$ cat config.mk
export PLATFORM = sky130hd
export DESIGN_NAME = noc_inject_arbiter
export DESIGN_NICKNAME = d
export VERILOG_FILES = /design/src/rtl/inject_pkg.sv /design/src/rtl/rr_select.sv /design/src/rtl/noc_inject_arbiter.sv
export SDC_FILE = /design/constraint.sdc
export NUM_CORES = 1
export LEC_CHECK = 0
export CORE_MARGIN = 4
export CORE_UTILIZATION = 33
export DETAILED_ROUTE_END_ITERATION = 12
export GPL_TIMING_DRIVEN = 1
export PLACE_DENSITY = 0.81
export SETUP_SLACK_MARGIN = 0.3
export SYNTH_ARGS = -nofsm -noshare
export SYNTH_HDL_FRONTEND = slang
export SYNTH_SLANG_ARGS = --single-unit
export TNS_END_PERCENT = 50
$ cat constraint.sdc
create_clock -name clk_i -period 2.6 [get_ports clk_i]
set_input_delay 0.26 -clock clk_i [delete_from_list [all_inputs] [get_ports clk_i]]
set_output_delay 0.26 -clock clk_i [all_outputs]
set_load 0.02 [all_outputs]
$ cat src/rtl/inject_pkg.sv
// Shared types and constants for the NoC local-port injection arbiter.
package inject_pkg;

    typedef enum logic {
        IDLE   = 1'b0,
        LOCKED = 1'b1
    } arb_state_t;

    localparam int unsigned FLIT_CNT_W = 16;

endpackage

$ cat src/rtl/rr_select.sv
// Combinational round-robin selector: one-hot grant of the first request
// at or above the pointer, searching upward and wrapping.
module rr_select #(
    parameter int unsigned N_SRC = 2,
    parameter int unsigned PTR_W = 1
) (
    input  logic [N_SRC-1:0] req,
    input  logic [PTR_W-1:0] ptr,
    output logic [N_SRC-1:0] gnt
);

    logic [N_SRC-1:0] req_rot;
    logic [N_SRC-1:0] gnt_rot;

    // Rotate so the pointer lands on bit 0, isolate the lowest set bit,
    // then rotate the one-hot result back into source order.
    always_comb begin
        req_rot = N_SRC'({req, req} >> ptr);
        gnt_rot = req_rot & (~req_rot + N_SRC'(1));
        gnt     = N_SRC'(({gnt_rot, gnt_rot} << ptr) >> N_SRC);
    end

endmodule

$ cat src/rtl/noc_inject_arbiter.sv
// Packet-granular round-robin arbiter sharing one NoC local injection port
// among N_SRC flit sources; the port stays locked to one source per packet.
module noc_inject_arbiter
    import inject_pkg::*;
#(
    parameter int unsigned FLIT_SIZE = 32,
    parameter int unsigned N_SRC     = 2
) (
    input  logic                       clk_i,
    input  logic                       rst_i,
    input  logic [N_SRC-1:0]           tx_i,
    input  logic [N_SRC-1:0]           eop_i,
    input  logic [N_SRC*FLIT_SIZE-1:0] data_i,
    output logic [N_SRC-1:0]           credit_o,
    output logic                       tx_o,
    output logic [FLIT_SIZE-1:0]       data_o,
    input  logic                       credit_i,
    output logic [N_SRC-1:0]           grant_o,
    output logic [FLIT_CNT_W-1:0]      flit_cnt_o
);

    localparam int unsigned PTR_W = $clog2(N_SRC);

    arb_state_t              state_q, state_d;
    logic [N_SRC-1:0]        grant_q, grant_d;
    logic [N_SRC-1:0]        sel_gnt;
    logic [PTR_W-1:0]        rr_ptr_q, rr_ptr_d;
    logic [PTR_W-1:0]        next_ptr;
    logic [FLIT_CNT_W-1:0]   cnt_q, cnt_d;
    logic                    tx_sel;
    logic                    eop_sel;
    logic                    xfer;
    logic [FLIT_SIZE-1:0]    data_sel;

    rr_select #(
        .N_SRC (N_SRC),
        .PTR_W (PTR_W)
    ) u_rr_select (
        .req (tx_i),
        .ptr (rr_ptr_q),
        .gnt (sel_gnt)
    );

    // Granted-source mux; grant_q is zero outside LOCKED so everything folds to 0.
    always_comb begin
        tx_sel   = |(tx_i & grant_q);
        eop_sel  = |(eop_i & grant_q);
        data_sel = '0;
        next_ptr = '0;
        for (int unsigned s = 0; s < N_SRC; s++) begin
            if (grant_q[s]) begin
                data_sel = data_i[s*FLIT_SIZE +: FLIT_SIZE];
                next_ptr = (s == N_SRC - 1) ? '0 : PTR_W'(s + 1);
            end
        end
    end

    always_comb begin
        tx_o       = (state_q == LOCKED) && tx_sel;
        data_o     = tx_o ? data_sel : '0;
        credit_o   = ((state_q == LOCKED) && credit_i) ? grant_q : '0;
        grant_o    = grant_q;
        flit_cnt_o = cnt_q;
        xfer       = tx_o && credit_i;
    end

    always_comb begin
        state_d  = state_q;
        grant_d  = grant_q;
        rr_ptr_d = rr_ptr_q;
        cnt_d    = cnt_q;
        unique case (state_q)
            IDLE: begin
                if (|tx_i) begin
                    grant_d = sel_gnt;
                    cnt_d   = '0;
                    state_d = LOCKED;
                end
            end
            LOCKED: begin
                if (xfer) begin
                    if (cnt_q != '1) begin
                        cnt_d = cnt_q + FLIT_CNT_W'(1);
                    end
                    if (eop_sel) begin
                        grant_d  = '0;
                        rr_ptr_d = next_ptr;
                        state_d  = IDLE;
                    end
                end
            end
            default: state_d = IDLE;
        endcase
    end

    always_ff @(posedge clk_i or posedge rst_i) begin
        if (rst_i) begin
            state_q  <= IDLE;
            grant_q  <= '0;
            rr_ptr_q <= '0;
            cnt_q    <= '0;
        end else begin
            state_q  <= state_d;
            grant_q  <= grant_d;
            rr_ptr_q <= rr_ptr_d;
            cnt_q    <= cnt_d;
        end
    end

endmodule

==> images/port_trees.png <==
Drawn at 4 px/um.
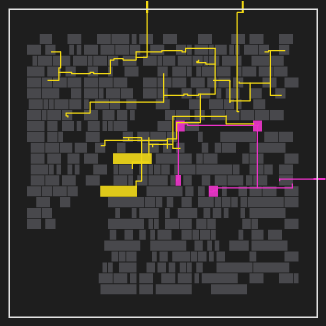
port	colour	direction	edge	end cells	buffers	wire
credit_i	magenta	input	right	4	1	83.0 um
grant_o	yellow	output	top	2	3	324 um

==> images/util_map.png <==
Drawn at 4 px/um. The die is cut into 8 by 8 equal tiles; dark blue is low, red is high, 0 to 100% covered.
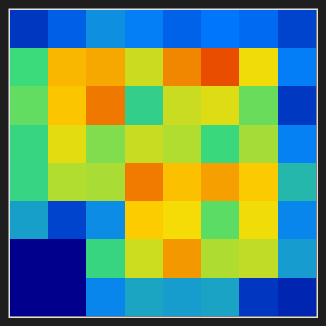
fullest tile	91%
tiles over 75% full	19%
emptiest ninth of the die	lower left
densest ninth of the die	centre
nearly empty tiles	6.2%
mean over tiles	48%

==> images/m1.png <==
Drawn at 8 px/um. Supply wires on this layer in grey.
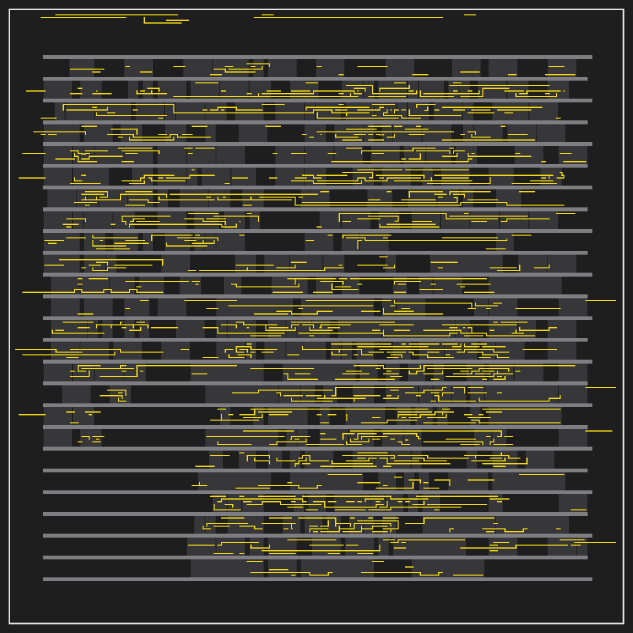
main direction	horizontal
longest straight run	23.5 um

==> flow_summary.rst <==
Run summary
-----------

.. list-table::
   :header-rows: 1

   * - Metric
     - Value
   * - Cell area after layout
     - 2900 um^2
   * - Vias/cell
     - 5.49
   * - Reg power frac
     - 20.8%
   * - Worst path top cell family by delay
     - buffers and inverters
   * - Post-synthesis cell count
     - 202
   * - Post-detailed-route DRC marker count
     - 0
   * - Instance count on the critical path
     - 6
   * - Outcome
     - finished, final reports clean
   * - Initial antenna violation count
     - 0
   * - Routability-driven placement congestion ratio
     - 0.855
   * - Count of port buffers added during placement
     - 123
   * - Cells along the critical path
     - clkdlybuf4s50_1 -> a22oi_2 -> nand2b_1 -> buf_8 -> nor2_1 -> clkdlybuf4s50_1
   * - Switching power
     - 982 uW
   * - Sinks on the clock net
     - 20
   * - Logic pwr share
     - 68.0%
   * - Highest ir drop seen on vdd
     - 0.000402 V
   * - Antenna Diode Count
     - 0
   * - Synth Cell Area
     - 1550 um^2
   * - Worst Path Buf+Inv
     - 3
   * - Final worst slack
     - 0.277 ns
   * - Share of the cycle needed by the critical path after routing
     - 89.4%
   * - Cell repeated most along the worst path
     - sky130_fd_sc_hd__clkdlybuf4s50_1
   * - Startpoint type of the worst setup path
     - primary input
   * - Maximum number of pins on one net before global-route repair
     - 34
   * - Area post-placement
     - 2830 um^2
   * - Number of search-and-repair iterations in the first detailed-routing pass
     - 4
   * - Via count of the first global-routing pass
     - 2,028
   * - Final core utilization
     - 65.2%
   * - Clock slew seen by the registers of the worst setup and hold paths
     - 0.07 ns
   * - Sequential area share after synthesis
     - 32.2%
   * - Cell type with the largest total area after synthesis
     - sky130_fd_sc_hd__dfrtp_1
   * - Overall global routing resource usage
     - 21.0%
   * - Worst Path Max Fanout
     - 33
   * - Clk network pwr share
     - 11.2%
   * - Most common cell in the netlist
     - sky130_fd_sc_hd__nor2_1
==> images/placed.png <==
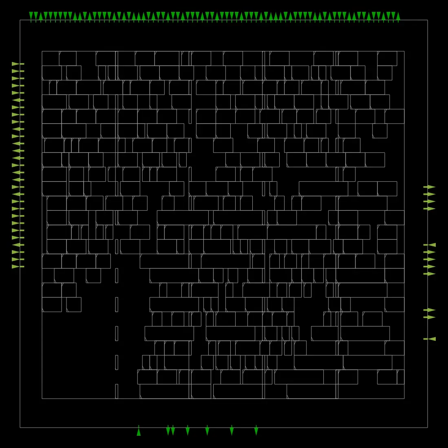
Well-Tap Cells: 52
fraction of area in registers: 17.3%
# fillers: 394

==> images/sizing.png <==
Drawn at 4 px/um.
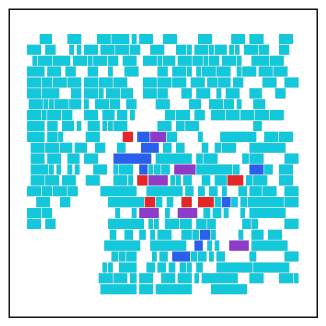
size	colour	cells	share
x6 and larger	purple	6	1.9%
x2	blue	9	2.8%
x3 and x4	red	6	1.9%
x1 and smaller	cyan	298	93%

-- logic make-up after synthesis --
| kind of cell | after synthesis |
|---|---|
| AND-OR/OR-AND | 70 |
| AND/OR/NAND/NOR | 84 |
| multiplexers | 7 |
| adder cells (fa/ha/maj) | 1 |
| buffers and inverters | 20 |
| flip-flops | 20 |
-- flip-flops by register name, indices dropped and copies added, names as in the netlist --
register and cells:
flit_cnt_o 16, grant_o 2, rr_ptr_q 1, state_q 1
-- routing by layer --
metal,GRT usage [%],part of all wire (%),vias up
met3,5.20,6.5,6
met2,39.5,54,80
met1,23.9,39,966
li1,-,-,984
met4,3.99,1.1,0
met5,0,0,-
-- per-stage QoR --
stage	std cells	hold WS (ns)
2_1_floorplan	202	0.224
3_3_place_gp	367	0.488
3_5_place_dp	367	0.491
4_1_cts	371	0.471
5_1_grt	371	0.522
6_report	371	0.441
-- worst paths after layout --
kind,startpoint,endpoint,slack [ns]
max,tx_i[0],data_o[19],0.28
min,rst_i,flit_cnt_o[6],0.44
max reg2reg,flit_cnt_o[9],flit_cnt_o[4],0.53
min reg2reg,flit_cnt_o[12],flit_cnt_o[12],0.50
max in group asynchronous,rst_i,grant_o[0],1.63
min in group clk_i,flit_cnt_o[12],flit_cnt_o[12],0.50
-- layout make-up --
cell class	instances	area (um^2)
timing repair buffer	129	1290
fill	394	1550
multi-input combinational	162	972
sequential	20	502
clock buffer	4	55.1
tap	52	65.1
inverter	4	15.0
-- power by group through the flow --
stage / Sequential, mW / Combinational [mW] / Clock, mW
global route: 0.452 / 1.54 / 0.254
floorplan: 0.478 / 0.796 / 0
global placement: 0.441 / 1.43 / 0
finish: 0.438 / 1.43 / 0.236
CTS: 0.438 / 1.43 / 0.244
detailed placement: 0.444 / 1.45 / 0
Power figures rest on the tool's default switching activity, not on a simulated workload.
